[config.mk]
export PLATFORM = sky130hd
export DESIGN_NAME = pipe_hazard_ctrl
export DESIGN_NICKNAME = d
export VERILOG_FILES = /design/src/rtl/pipe_hazard_ctrl.sv
export SDC_FILE = /design/constraint.sdc
export NUM_CORES = 1
export LEC_CHECK = 0
export CAP_MARGIN = 20
export CELL_PAD_IN_SITES_DETAIL_PLACEMENT = 0
export CELL_PAD_IN_SITES_GLOBAL_PLACEMENT = 1
export CORE_UTILIZATION = 21
export CTS_CLUSTER_DIAMETER = 200
export DETAILED_ROUTE_END_ITERATION = 10
export PLACE_DENSITY = 0.77
export SYNTH_ARGS = -nofsm -noshare
export SYNTH_HDL_FRONTEND = slang
export SYNTH_SLANG_ARGS = --single-unit
export TNS_END_PERCENT = 10
[constraint.sdc]
create_clock -name clk -period 2.2 [get_ports clk]
set_clock_uncertainty 0.05 [all_clocks]
set_input_delay 0.22 -clock clk [delete_from_list [all_inputs] [get_ports clk]]
set_output_delay 0.22 -clock clk [all_outputs]
set_load 0.02 [all_outputs]
[src/rtl/pipe_hazard_ctrl.sv]
// Stall/flush sequencer for the 5-stage pipeline; controls are combinational (0 latency), halted/timeout are sticky until reset.
// Define PIPE_STALL_CNT_EN to build the saturating stall_cycles counter; otherwise stall_cycles reads 0.
module pipe_hazard_ctrl #(
  parameter int MEM_WAIT_MAX = 15,
  parameter int CNT_W        = 32
) (
  input  logic             clk,
  input  logic             reset,
  input  logic [4:0]       id_rs,
  input  logic [4:0]       id_rt,
  input  logic             id_uses_rs,
  input  logic             id_uses_rt,
  input  logic             ex_memread,
  input  logic [4:0]       ex_rd,
  input  logic             ex_branch_taken,
  input  logic             mem_req,
  input  logic             mem_ready,
  input  logic             wb_halt,
  output logic             pc_en,
  output logic             ifid_en,
  output logic             idex_en,
  output logic             exmem_en,
  output logic             memwb_en,
  output logic             ifid_flush,
  output logic             idex_flush,
  output logic             memwb_bubble,
  output logic             halted,
  output logic             mem_timeout,
  output logic [CNT_W-1:0] stall_cycles
);

  localparam int WW = $clog2(MEM_WAIT_MAX + 1);

  typedef enum logic [1:0] {RUN, MEM_WAIT, HALTED} state_t;

  state_t        state_q;
  logic [WW-1:0] wait_cnt_q;
  logic          halted_q;
  logic          mem_timeout_q;

  logic load_use;
  logic mem_stall;

  assign load_use  = ex_memread && (ex_rd != 5'd0) &&
                     ((id_uses_rs && (id_rs == ex_rd)) || (id_uses_rt && (id_rt == ex_rd)));
  assign mem_stall = mem_req && !mem_ready && (state_q != HALTED);

  always_comb begin
    pc_en        = 1'b1;
    ifid_en      = 1'b1;
    idex_en      = 1'b1;
    exmem_en     = 1'b1;
    memwb_en     = 1'b1;
    ifid_flush   = 1'b0;
    idex_flush   = 1'b0;
    memwb_bubble = 1'b0;
    if (reset) begin
      // all-enabled defaults so the datapath registers take their own reset
    end else if (state_q == HALTED) begin
      pc_en    = 1'b0;
      ifid_en  = 1'b0;
      idex_en  = 1'b0;
      exmem_en = 1'b0;
      memwb_en = 1'b0;
    end else if (mem_stall) begin
      // EX is frozen, so a masked branch or load-use re-presents after release
      pc_en        = 1'b0;
      ifid_en      = 1'b0;
      idex_en      = 1'b0;
      exmem_en     = 1'b0;
      memwb_bubble = 1'b1;
    end else if (ex_branch_taken) begin
      ifid_flush = 1'b1;
      idex_flush = 1'b1;
    end else if (load_use) begin
      pc_en      = 1'b0;
      ifid_en    = 1'b0;
      idex_flush = 1'b1;
    end
  end

  always_ff @(posedge clk) begin
    if (reset) begin
      state_q       <= RUN;
      wait_cnt_q    <= '0;
      halted_q      <= 1'b0;
      mem_timeout_q <= 1'b0;
    end else begin
      case (state_q)
        RUN: begin
          if (wb_halt) begin
            state_q  <= HALTED;
            halted_q <= 1'b1;
          end else if (mem_stall) begin
            state_q    <= MEM_WAIT;
            wait_cnt_q <= WW'(1);
          end
        end
        MEM_WAIT: begin
          if (!mem_req || mem_ready) begin
            state_q    <= RUN;
            wait_cnt_q <= '0;
          end else if (wait_cnt_q == WW'(MEM_WAIT_MAX)) begin
            state_q       <= HALTED;
            mem_timeout_q <= 1'b1;
            halted_q      <= 1'b1;
          end else begin
            wait_cnt_q <= wait_cnt_q + WW'(1);
          end
        end
        HALTED: state_q <= HALTED;
        default: state_q <= RUN;
      endcase
    end
  end

  assign halted      = halted_q;
  assign mem_timeout = mem_timeout_q;

`ifdef PIPE_STALL_CNT_EN
  logic [CNT_W-1:0] stall_cnt_q;
  logic [CNT_W-1:0] stall_cnt_d;

  always_comb begin
    stall_cnt_d = stall_cnt_q;
    if (!pc_en && (state_q != HALTED) && (stall_cnt_q != {CNT_W{1'b1}}))
      stall_cnt_d = stall_cnt_q + CNT_W'(1);
  end

  always_ff @(posedge clk) begin
    if (reset) stall_cnt_q <= '0;
    else       stall_cnt_q <= stall_cnt_d;
  end

  assign stall_cycles = stall_cnt_q;
`else
  assign stall_cycles = '0;
`endif

endmodule
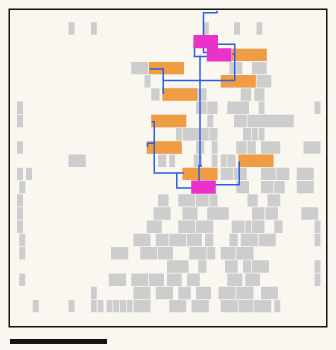
Run 1: clock network drawn from the DEF
Scale bar: 20 um.
[orange] flip-flops | count: 8
[blue] clock wires | length: 123 um
[magenta] clock-net drivers | count: 3
routed clock nets: 4

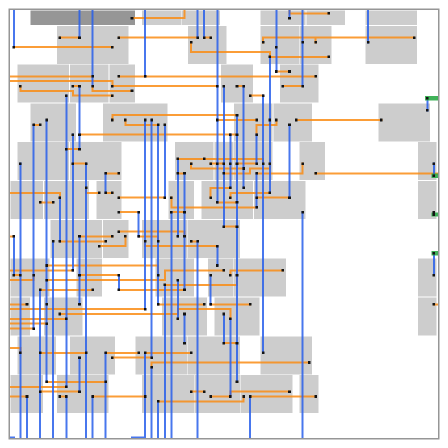
Run 1: a small window of the routed layout
Region (34, 1) to (64, 31) um. Cells in gray, sequential cells in the stronger gray; small squares are vias.
| color | layer |
|---|---|
| orange | M1 |
| blue | M2 |
| green | M3 |
sequential cells in the window: 0
cells with their middle in the window: 54
most frequent: clkdlybuf4s50_1 (17), buf_4 (6), conb_1 (5)

==> flow_results.xml, run 1 <==
<?xml version="1.0" encoding="UTF-8"?>
<metrics>
  <group name="clocking">
    <metric name="clock_insertion_delay_worst_skew" unit="ps">230</metric>
    <metric name="clock_path_buffers" unit="">2</metric>
    <metric name="tritoncts_clock_tree" unit="">built</metric>
    <metric name="cts_resized" unit="">15</metric>
    <metric name="htreeDepth" unit="">1</metric>
    <metric name="cts_stage_hold_buffer_count" unit="">0</metric>
  </group>
  <group name="final_timing">
    <metric name="final-setup-viol-count" unit="">0</metric>
    <metric name="timing.final.max_slew_violations" unit="">0</metric>
    <metric name="final_clock_period_utilization_by_the_worst_path" unit="">0.9657</metric>
    <metric name="timing.final.crit_period" unit="ps">2125</metric>
    <metric name="unrepaired_setup_endpoints_after_global_routing" unit="">no</metric>
    <metric name="setup-tns-final" unit="ps">0</metric>
    <metric name="maxClockFrequency" unit="GHz">0.4707</metric>
  </group>
  <group name="finish">
    <metric name="layout.cells.most_common" unit="">sky130_fd_sc_hd__conb_1</metric>
    <metric name="sh_comb_area" unit="">0.4522</metric>
    <metric name="layout.clock.cell_area_share" unit="">0.03430</metric>
    <metric name="final_design_area_no_fill" unit="um2">1204</metric>
    <metric name="comb.multi_input.count" unit="">92</metric>
    <metric name="comb_area" unit="um2">544.3</metric>
    <metric name="non_clock_buffering_overhead" unit="">0.3243</metric>
    <metric name="final_layout_top_logic_cells" unit="">sky130_fd_sc_hd__conb_1, sky130_fd_sc_hd__clkdlybuf4s50_1, sky130_fd_sc_hd__xor2_1, sky130_fd_sc_hd__buf_4, sky130_fd_sc_hd__nor2_1</metric>
    <metric name="seqAreaFraction" unit="">0.1331</metric>
    <metric name="areaGrowthSynthToFinish" unit="%">44.44</metric>
    <metric name="antenna_cells" unit="">0</metric>
    <metric name="drive_above_1_share" unit="">0.1486</metric>
    <metric name="signal_buffers" unit="">43</metric>
  </group>
  <group name="setup_path">
    <metric name="most_common_cell_type_on_the_critical_path" unit="">sky130_fd_sc_hd__clkdlybuf4s50_1</metric>
    <metric name="endpoint_kind" unit="">output pin</metric>
    <metric name="worstSetupPathType" unit="">in2out</metric>
    <metric name="critical_path.cell_chain" unit="">clkdlybuf4s50_1 -&gt; buf_4 -&gt; or2b_1 -&gt; nor3_1 -&gt; clkdlybuf4s50_1</metric>
    <metric name="critPathRequiredTime" unit="ps">1930</metric>
    <metric name="critical_path.startpoint" unit="">mem_ready</metric>
    <metric name="r2r_start" unit="">wait_cnt_q[0]</metric>
    <metric name="critical_path_buf_inv_count" unit="">3</metric>
    <metric name="largest_fanout_of_any_net_on_the_critical_path" unit="">3</metric>
    <metric name="start_kind" unit="">input pin</metric>
    <metric name="crit_family" unit="">buffers and inverters</metric>
  </group>
  <group name="routing">
    <metric name="detailroute.wirelength.met3" unit="um">65</metric>
    <metric name="routed.top_layer" unit="">met4</metric>
    <metric name="remaining_drc_errors" unit="">0</metric>
    <metric name="detailed_routing_iterations_pass_1" unit="">4</metric>
    <metric name="met2_wirelength" unit="um">959</metric>
    <metric name="drt_wl_total" unit="um">1893</metric>
    <metric name="final_antenna_net_count" unit="">0</metric>
    <metric name="drt-wirelength-per-cell" unit="um">9.658</metric>
    <metric name="route.vias.total" unit="">714</metric>
    <metric name="detail_route.wirelength.met1" unit="um">845</metric>
    <metric name="routed_via_density" unit="">3.643</metric>
  </group>
  <group name="yosys">
    <metric name="ys_sh_mux" unit="">0.01201</metric>
    <metric name="synth_top_cell_by_area" unit="">sky130_fd_sc_hd__buf_4</metric>
    <metric name="postSynthAreaPerCell" unit="um2">7.861</metric>
    <metric name="synth.cellmix.adderShare" unit="">0.01502</metric>
    <metric name="yosys-top-cells-count" unit="">sky130_fd_sc_hd__buf_4, sky130_fd_sc_hd__xor2_1, sky130_fd_sc_hd__nor2_1</metric>
    <metric name="simple_gate_share" unit="">0.2027</metric>
    <metric name="ys_area" unit="um2">833.3</metric>
    <metric name="synthXorXnorAreaFrac" unit="">0.1261</metric>
    <metric name="post_synth_edffs" unit="">0</metric>
    <metric name="cell_area_leaders" unit="">sky130_fd_sc_hd__buf_4, sky130_fd_sc_hd__dfxtp_1, sky130_fd_sc_hd__xor2_1, sky130_fd_sc_hd__a21oi_1, sky130_fd_sc_hd__nor2_1</metric>
    <metric name="synth.cell_area" unit="um2">833.3</metric>
    <metric name="post-synth-top-count-cell" unit="">sky130_fd_sc_hd__buf_4</metric>
    <metric name="netlist_logic_family_top" unit="">buffers and inverters</metric>
    <metric name="ys_ff" unit="">8</metric>
    <metric name="top_area_frac" unit="">0.3063</metric>
    <metric name="post_synth_inst_count" unit="">106</metric>
    <metric name="postSynthSeqShare" unit="">0.1922</metric>
    <metric name="synth_stat.cells" unit="">106</metric>
    <metric name="synth_top_flop_cell" unit="">sky130_fd_sc_hd__dfxtp_1</metric>
    <metric name="asyncSetResetFlopFracSynth" unit="">0</metric>
  </group>
  <group name="floorplanning">
    <metric name="chipArea" unit="um2">4224</metric>
    <metric name="boundaryPins" unit="">66</metric>
    <metric name="rows" unit="">22</metric>
    <metric name="core_util_floorplan" unit="">0.2226</metric>
  </group>
  <group name="power_and_ir_drop">
    <metric name="cellLeakagePower" unit="uW">0.0005166</metric>
    <metric name="p_comb_frac" unit="">0.381</metric>
    <metric name="sequentialPowerShare" unit="">0.292</metric>
    <metric name="cellInternalPower" unit="uW">355.9</metric>
    <metric name="p_per_area" unit="nW/um2">438.9</metric>
    <metric name="comb_power" unit="uW">202</metric>
    <metric name="powerSeq" unit="uW">154</metric>
    <metric name="peak_ir_drop_on_the_vdd_network" unit="uV">116.9</metric>
  </group>
  <group name="grt">
    <metric name="grt_pass1_wl" unit="um">2932</metric>
    <metric name="grt_antenna_before_repair" unit="">0</metric>
    <metric name="grt_start_max_net_pins" unit="">10</metric>
    <metric name="grtUsageMet2" unit="">0.1484</metric>
    <metric name="groute.layer.met1.usage" unit="">0.1134</metric>
    <metric name="grt.total_usage" unit="">0.08897</metric>
    <metric name="grt_overflow_total" unit="">0</metric>
  </group>
  <group name="place">
    <metric name="place.gp.congestion" unit="">0.8335</metric>
    <metric name="postPlaceCellArea" unit="um2">1156</metric>
    <metric name="numPortBuffers" unit="">33</metric>
  </group>
  <group name="min_path">
    <metric name="kind_of_path_behind_the_tightest_hold_check" unit="">reg2reg</metric>
    <metric name="timing.hold.worst.start" unit="">mem_timeout</metric>
  </group>
  <group name="job">
    <metric name="drv.max_cap_violation_count" unit="">0</metric>
    <metric name="warning_count" unit="">26</metric>
  </group>
  <group name="outcome">
    <metric name="outcome" unit="">completed</metric>
  </group>
</metrics>
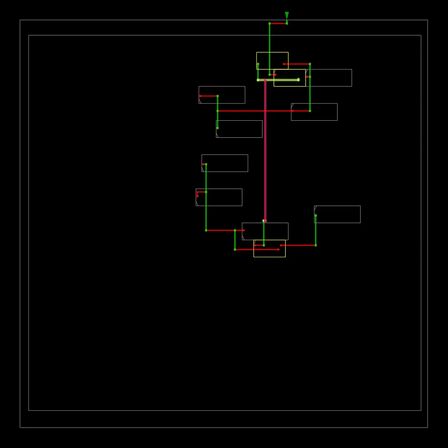
Run 1: clock nets
clock buf count: 3
number of buffers created by CTS: 3
CTS sink count: 8
flop count: 8
power consumed by the clock network: 173 uW

## run 1: path summary, 6_finish.rpt
check | depth (start not counted) | slack [ps] | endpoint
setup / recovery | 5 | 80 | memwb_bubble
hold / removal | 2 | 400 | mem_timeout
setup reg to reg | 6 | 570 | wait_cnt_q[3]
hold reg to reg | 2 | 400 | mem_timeout
## run 1: metrics by stage
| step | total power (uW) | hold slack (ps) | std cells |
|---|---|---|---|
| floorplan | 309.2 | 371.3 | 137 |
| global placement | 354.2 | 397.9 | 193 |
| detailed placement | 353.2 | 395.2 | 193 |
| CTS | 533.1 | 407.7 | 196 |
| global route | 558.9 | 435.0 | 196 |
| finish | 528.3 | 403.2 | 196 |
## run 1: registers in the layout (all words and copies together), names as in the netlist
register     flops
halted           1
wait_cnt_q       4
state_q          2
mem_timeout      1
==> run 2, diff against run 1 <==
ABC_CLOCK_PERIOD_IN_PS = 2200   (was not set)
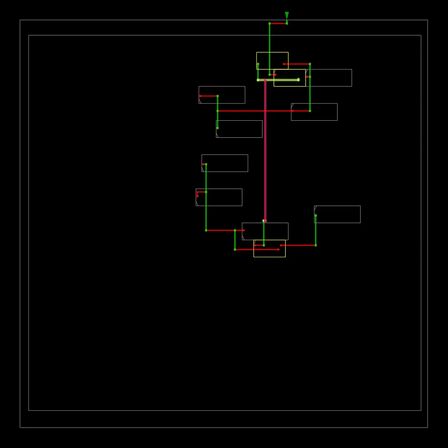
Run 2: clock nets
insertion delay to the later sink of the worst-skew pair: 230 ps

==> flow_results.xml, run 2 <==
<?xml version="1.0" encoding="UTF-8"?>
<metrics>
  <group name="outcome">
    <metric name="outcome" unit="">completed</metric>
  </group>
  <group name="finish">
    <metric name="biggestRegsByFlops" unit="">wait_cnt_q: 4 flops, state_q: 2 flops</metric>
    <metric name="sequential_cell_total" unit="">8</metric>
    <metric name="layout.clock.cell_area_share" unit="">0.03430</metric>
    <metric name="comb_area" unit="um2">544.3</metric>
    <metric name="largest_register_ff_count" unit="">4</metric>
    <metric name="drive_above_1_share" unit="">0.1486</metric>
    <metric name="clkbuf_count" unit="">3</metric>
    <metric name="comb.multi_input.count" unit="">92</metric>
    <metric name="instances_no_fill" unit="">196</metric>
    <metric name="non_clock_buffering_overhead" unit="">0.3243</metric>
    <metric name="areaGrowthSynthToFinish" unit="%">44.44</metric>
    <metric name="signal_buffers" unit="">43</metric>
    <metric name="final_layout_top_logic_cells" unit="">sky130_fd_sc_hd__conb_1, sky130_fd_sc_hd__clkdlybuf4s50_1, sky130_fd_sc_hd__xor2_1, sky130_fd_sc_hd__buf_4, sky130_fd_sc_hd__nor2_1</metric>
  </group>
  <group name="clocking">
    <metric name="clock_sinks" unit="">8</metric>
    <metric name="tritoncts_clock_tree" unit="">built</metric>
    <metric name="cts_resized" unit="">15</metric>
    <metric name="clock_path_buffers" unit="">2</metric>
    <metric name="cts_made_buffers" unit="">3</metric>
    <metric name="htreeDepth" unit="">1</metric>
  </group>
  <group name="setup_path">
    <metric name="crit_family" unit="">buffers and inverters</metric>
    <metric name="start_kind" unit="">input pin</metric>
    <metric name="critical_path_buf_inv_count" unit="">3</metric>
    <metric name="r2r_end" unit="">wait_cnt_q[3]</metric>
    <metric name="critPathRequiredTime" unit="ps">1930</metric>
    <metric name="largest_fanout_of_any_net_on_the_critical_path" unit="">3</metric>
    <metric name="critical_path.startpoint" unit="">mem_ready</metric>
    <metric name="critical_path.cell_chain" unit="">clkdlybuf4s50_1 -&gt; buf_4 -&gt; or2b_1 -&gt; nor3_1 -&gt; clkdlybuf4s50_1</metric>
    <metric name="worstSetupPathType" unit="">in2out</metric>
    <metric name="ff2ff_path_depth" unit="">6</metric>
    <metric name="r2r_start" unit="">wait_cnt_q[0]</metric>
  </group>
  <group name="floorplanning">
    <metric name="chipArea" unit="um2">4224</metric>
    <metric name="rows" unit="">22</metric>
    <metric name="core_util_floorplan" unit="">0.2226</metric>
  </group>
  <group name="min_path">
    <metric name="timing.hold.worst.start" unit="">mem_timeout</metric>
    <metric name="hold-path-cell-count" unit="">2</metric>
    <metric name="worstHoldEndpoint" unit="">mem_timeout</metric>
    <metric name="kind_of_path_behind_the_tightest_hold_check" unit="">reg2reg</metric>
  </group>
  <group name="yosys">
    <metric name="top_area_frac" unit="">0.3063</metric>
    <metric name="netlist_logic_family_top" unit="">buffers and inverters</metric>
    <metric name="cell_area_leaders" unit="">sky130_fd_sc_hd__buf_4, sky130_fd_sc_hd__dfxtp_1, sky130_fd_sc_hd__xor2_1, sky130_fd_sc_hd__a21oi_1, sky130_fd_sc_hd__nor2_1</metric>
    <metric name="asyncSetResetFlopFracSynth" unit="">0</metric>
    <metric name="ys_ff" unit="">8</metric>
    <metric name="simple_gate_share" unit="">0.2027</metric>
    <metric name="postSynthAreaPerCell" unit="um2">7.861</metric>
    <metric name="post_synth_inst_count" unit="">106</metric>
    <metric name="yosys-top-cells-count" unit="">sky130_fd_sc_hd__buf_4, sky130_fd_sc_hd__xor2_1, sky130_fd_sc_hd__nor2_1</metric>
    <metric name="synth_stat.cells" unit="">106</metric>
    <metric name="synthXorXnorAreaFrac" unit="">0.1261</metric>
    <metric name="ys_area" unit="um2">833.3</metric>
    <metric name="post_synth_edffs" unit="">0</metric>
    <metric name="postSynthSeqShare" unit="">0.1922</metric>
    <metric name="synth.cell_area" unit="um2">833.3</metric>
  </group>
  <group name="power_and_ir_drop">
    <metric name="p_per_area" unit="nW/um2">438.9</metric>
    <metric name="peak_ir_drop_on_the_vdd_network" unit="uV">116.9</metric>
    <metric name="cellLeakagePower" unit="uW">0.0005166</metric>
  </group>
  <group name="grt">
    <metric name="grt_pass1_wl" unit="um">2932</metric>
    <metric name="grt_start_max_net_pins" unit="">10</metric>
    <metric name="grt.total_usage" unit="">0.08897</metric>
    <metric name="grtUsageMet2" unit="">0.1484</metric>
    <metric name="grt_overflow_total" unit="">0</metric>
    <metric name="groute.layer.met1.usage" unit="">0.1134</metric>
    <metric name="grt_antenna_before_repair" unit="">0</metric>
  </group>
  <group name="final_timing">
    <metric name="timing.final.max_slew_violations" unit="">0</metric>
    <metric name="final_clock_period_utilization_by_the_worst_path" unit="">0.9657</metric>
    <metric name="setup-tns-final" unit="ps">0</metric>
    <metric name="maxClockFrequency" unit="GHz">0.4707</metric>
    <metric name="timing.final.crit_period" unit="ps">2125</metric>
    <metric name="timing.hold.ws" unit="ps">403.2</metric>
  </group>
  <group name="routing">
    <metric name="final_antenna_net_count" unit="">0</metric>
    <metric name="route.vias.total" unit="">714</metric>
    <metric name="drt_wl_total" unit="um">1893</metric>
    <metric name="drt-wirelength-per-cell" unit="um">9.658</metric>
    <metric name="routed_via_density" unit="">3.643</metric>
  </group>
  <group name="job">
    <metric name="drv.max_cap_violation_count" unit="">0</metric>
    <metric name="warning_count" unit="">26</metric>
  </group>
  <group name="place">
    <metric name="numPortBuffers" unit="">33</metric>
    <metric name="place.gp.congestion" unit="">0.8335</metric>
    <metric name="postPlaceCellArea" unit="um2">1156</metric>
  </group>
</metrics>
==> run 2: cell counts in the layout (fill, tap and decap cells not counted) <==
No cell type changed its count.
==> run 2: cell families (layout without fill, tap and decap cells) <==
| kind of cell | after synthesis | count (layout) |
|---|---|---|
| fa+ha+maj | 1 | 1 |
| other cells | 1 | 32 |
| mux | 1 | 1 |
| buf+inv | 37 | 48 |
| simple gates | 31 | 31 |
| xor+xnor | 12 | 12 |
| flops | 8 | 8 |
| compound gates | 15 | 15 |
==> run 2: report_power, final <==
| group | internal, uW | switching (uW) | total, uW |
|---|---|---|---|
| clock | 118 | 54.5 | 173 |
| combinational | 87.3 | 114 | 202 |
| sequential | 150 | 3.59 | 154 |
==> run 2: routing by layer <==
metal,vias up,wire length [um]
li1,373,-
met5,-,0
met2,26,959
met3,2,65
met4,0,22
met1,313,845
Run 2, clock network drawn from the DEF:
Scale bar: 20 um.
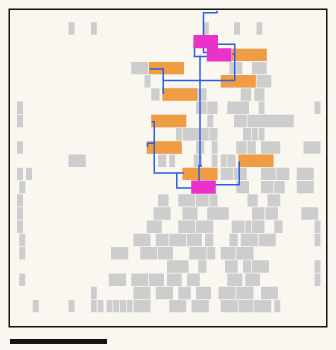

==> run 3, diff against run 2 <==
CAP_MARGIN = 10   (was 20)
CORE_MARGIN = 8   (was not set)
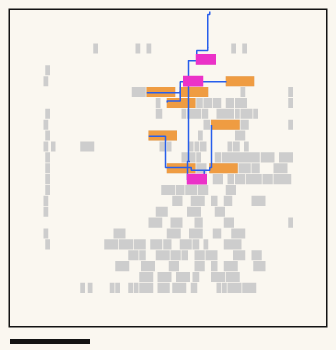
Run 3: clock network drawn from the DEF
Scale bar: 20 um.
[magenta] clock-net drivers | count: 3
[orange] flip-flops | count: 8
[blue] clock wires | length: 118 um
routed clock nets: 4

==> flow_results.xml, run 3 <==
<?xml version="1.0" encoding="UTF-8"?>
<metrics>
  <group name="clocking">
    <metric name="cts_resized" unit="">14</metric>
    <metric name="htreeDepth" unit="">1</metric>
    <metric name="cts_made_buffers" unit="">3</metric>
    <metric name="cts_setup_buffers" unit="">0</metric>
    <metric name="clock_sinks" unit="">8</metric>
    <metric name="clock_path_buffers" unit="">2</metric>
    <metric name="clkSlewWorstSetupHoldPaths" unit="ps">40</metric>
    <metric name="clock_insertion_delay_worst_skew" unit="ps">230</metric>
    <metric name="tritoncts_clock_tree" unit="">built</metric>
  </group>
  <group name="yosys">
    <metric name="synth_top_flop_cell" unit="">sky130_fd_sc_hd__dfxtp_1</metric>
    <metric name="cell_area_leaders" unit="">sky130_fd_sc_hd__buf_4, sky130_fd_sc_hd__dfxtp_1, sky130_fd_sc_hd__xor2_1, sky130_fd_sc_hd__a21oi_1, sky130_fd_sc_hd__nor2_1</metric>
    <metric name="post-synth-top-count-cell" unit="">sky130_fd_sc_hd__buf_4</metric>
    <metric name="compound_cell_area_share_of_the_yosys_netlist" unit="">0.1276</metric>
    <metric name="post_synth_inst_count" unit="">106</metric>
    <metric name="synth_stat.cells" unit="">106</metric>
    <metric name="ys_sh_mux" unit="">0.01201</metric>
    <metric name="netlist_logic_family_top" unit="">buffers and inverters</metric>
    <metric name="ys_area" unit="um2">833.3</metric>
    <metric name="postSynthAreaPerCell" unit="um2">7.861</metric>
    <metric name="ys_ff" unit="">8</metric>
    <metric name="postSynthSeqShare" unit="">0.1922</metric>
    <metric name="synthXorXnorAreaFrac" unit="">0.1261</metric>
    <metric name="post_synth_edffs" unit="">0</metric>
    <metric name="top_area_frac" unit="">0.3063</metric>
    <metric name="synth_top_cell_by_area" unit="">sky130_fd_sc_hd__buf_4</metric>
    <metric name="asyncSetResetFlopFracSynth" unit="">0</metric>
    <metric name="simple_gate_share" unit="">0.2027</metric>
    <metric name="yosys-top-cells-count" unit="">sky130_fd_sc_hd__buf_4, sky130_fd_sc_hd__xor2_1, sky130_fd_sc_hd__nor2_1</metric>
    <metric name="synth.cell_area" unit="um2">833.3</metric>
  </group>
  <group name="power_and_ir_drop">
    <metric name="p_per_area" unit="nW/um2">438.7</metric>
    <metric name="cellInternalPower" unit="uW">354.3</metric>
    <metric name="p_comb_frac" unit="">0.378</metric>
    <metric name="sequentialPowerShare" unit="">0.294</metric>
    <metric name="sw_frac_of_total" unit="">0.3234</metric>
    <metric name="power.group.top" unit="">combinational cells</metric>
    <metric name="comb_power" unit="uW">198</metric>
    <metric name="clockNetworkPower" unit="uW">172</metric>
    <metric name="cellLeakagePower" unit="uW">0.0005483</metric>
    <metric name="powerSeq" unit="uW">154</metric>
    <metric name="reported_net_switching_power" unit="uW">169.3</metric>
    <metric name="design_power_total" unit="uW">523.6</metric>
    <metric name="peak_ir_drop_on_the_vdd_network" unit="uV">152.3</metric>
    <metric name="share_clk_of_total_power" unit="">0.328</metric>
  </group>
  <group name="floorplanning">
    <metric name="core_util_floorplan" unit="">0.2129</metric>
    <metric name="chipArea" unit="um2">6239</metric>
    <metric name="horizontal_die_size" unit="um">78.99</metric>
    <metric name="fp.dieH" unit="um">78.99</metric>
    <metric name="core_region_area" unit="um2">3914</metric>
    <metric name="rows" unit="">23</metric>
    <metric name="boundaryPins" unit="">66</metric>
  </group>
  <group name="finish">
    <metric name="final_layout_top_logic_cells" unit="">sky130_fd_sc_hd__conb_1, sky130_fd_sc_hd__clkdlybuf4s50_1, sky130_fd_sc_hd__xor2_1, sky130_fd_sc_hd__buf_4, sky130_fd_sc_hd__nor2_1</metric>
    <metric name="comb_area" unit="um2">526.8</metric>
    <metric name="layout.cells.most_common" unit="">sky130_fd_sc_hd__conb_1</metric>
    <metric name="finish.utilization" unit="">0.3050</metric>
    <metric name="biggestRegsByFlops" unit="">wait_cnt_q: 4 flops, state_q: 2 flops</metric>
    <metric name="antenna_cells" unit="">0</metric>
    <metric name="drive_above_1_share" unit="">0.1284</metric>
    <metric name="largest_register_ff_count" unit="">4</metric>
    <metric name="registers.top_by_ff_count" unit="">wait_cnt_q</metric>
    <metric name="areaGrowthSynthToFinish" unit="%">43.24</metric>
    <metric name="instances_no_fill" unit="">198</metric>
    <metric name="finish.net_count" unit="">175</metric>
    <metric name="final_design_area_no_fill" unit="um2">1194</metric>
  </group>
  <group name="routing">
    <metric name="final_antenna_net_count" unit="">0</metric>
    <metric name="remaining_drc_errors" unit="">0</metric>
    <metric name="routed_via_density" unit="">3.707</metric>
    <metric name="detail_route.wirelength.met1" unit="um">935</metric>
    <metric name="route.vias.total" unit="">734</metric>
    <metric name="detailed_routing_iterations_pass_1" unit="">4</metric>
    <metric name="met2_wirelength" unit="um">1155</metric>
    <metric name="drt-wirelength-per-cell" unit="um">11.31</metric>
    <metric name="routed.top_layer" unit="">met4</metric>
    <metric name="detailroute.wirelength.met3" unit="um">123</metric>
    <metric name="drt_wl_total" unit="um">2240</metric>
  </group>
  <group name="setup_path">
    <metric name="cp.arrival" unit="ps">1810</metric>
    <metric name="critical_path.cell_chain" unit="">clkdlybuf4s50_1 -&gt; or4_1 -&gt; o21ai_0 -&gt; a21oi_2 -&gt; a21boi_1 -&gt; buf_2</metric>
    <metric name="cpMaxStageDelayCell" unit="">sky130_fd_sc_hd__or4_1</metric>
    <metric name="ff2ff_path_depth" unit="">6</metric>
    <metric name="critPathRequiredTime" unit="ps">1930</metric>
    <metric name="critical_path_buf_inv_count" unit="">2</metric>
    <metric name="crit_family" unit="">buffers and inverters</metric>
    <metric name="r2r_slack" unit="ps">590</metric>
    <metric name="start_kind" unit="">input pin</metric>
    <metric name="r2r_start" unit="">wait_cnt_q[0]</metric>
    <metric name="largest_fanout_of_any_net_on_the_critical_path" unit="">3</metric>
    <metric name="critical-path-max-stage-delay" unit="ps">520</metric>
    <metric name="r2r_end" unit="">wait_cnt_q[3]</metric>
    <metric name="worstSetupPathType" unit="">in2out</metric>
  </group>
  <group name="final_timing">
    <metric name="setup-tns-final" unit="ps">0</metric>
    <metric name="final_clock_period_utilization_by_the_worst_path" unit="">0.9470</metric>
    <metric name="hold_viol_final" unit="">0</metric>
    <metric name="timing.hold.ws" unit="ps">399.7</metric>
    <metric name="layout_setup_ws" unit="ps">116.5</metric>
    <metric name="maxClockFrequency" unit="GHz">0.4800</metric>
    <metric name="timing.final.crit_period" unit="ps">2083</metric>
    <metric name="unrepaired_setup_endpoints_after_global_routing" unit="">yes</metric>
    <metric name="timing.final.max_slew_violations" unit="">0</metric>
  </group>
  <group name="job">
    <metric name="warning_count" unit="">27</metric>
    <metric name="drv.max_cap_violation_count" unit="">0</metric>
  </group>
  <group name="place">
    <metric name="dpl.cell_count" unit="">195</metric>
    <metric name="numPortBuffers" unit="">33</metric>
    <metric name="postPlaceCellArea" unit="um2">1159</metric>
    <metric name="detailed_place_hpwl" unit="um">1983</metric>
    <metric name="place.gp.congestion" unit="">0.8179</metric>
  </group>
  <group name="grt">
    <metric name="groute.layer.met1.usage" unit="">0.07480</metric>
    <metric name="top_usage_layer" unit="">met2</metric>
    <metric name="first_global_vias" unit="">765</metric>
    <metric name="grt_start_max_net_pins" unit="">8</metric>
    <metric name="grt.total_usage" unit="">0.06788</metric>
    <metric name="grtUsageMet2" unit="">0.1224</metric>
    <metric name="grt_antenna_before_repair" unit="">0</metric>
    <metric name="grt_overflow_total" unit="">0</metric>
    <metric name="grt_pass1_wl" unit="um">3450</metric>
  </group>
  <group name="min_path">
    <metric name="kind_of_path_behind_the_tightest_hold_check" unit="">reg2reg</metric>
    <metric name="worstHoldEndpoint" unit="">mem_timeout</metric>
    <metric name="hold-path-cell-count" unit="">2</metric>
    <metric name="timing.hold.worst.start" unit="">mem_timeout</metric>
  </group>
  <group name="outcome">
    <metric name="outcome" unit="">completed</metric>
  </group>
</metrics>
run 3: worst max path at each step:
stage,startpoint,end,slack (ps)
2_1_floorplan,state_q[1],pc_en,100
3_3_place_gp,ex_rd[2],ifid_en,-350
3_5_place_dp,ex_rd[1],pc_en,-360
4_1_cts,mem_ready,memwb_bubble,40
5_1_grt,ex_rd[2],idex_flush,-10
6_report,ex_rd[1],pc_en,120
run 3: area by class of cell:
class,count,area share
multi-input cells,92,0.4413
clock buffers,3,0.03459
flip-flops and latches,8,0.1342
inverters,2,0.006289
well taps,50,0.05241
repair buffers,43,0.3312
run 3: worst register-to-register path: cells and delay by family, from the launching register on:
family,cells,cell delay [ps]
DFF,1,330
adders and majority gates,1,210
AOI/OAI and AO/OA,1,330
xor gates and xnor gates,1,150
and+or+nand+nor,3,430
Power is estimated from default activity; no workload was simulated.
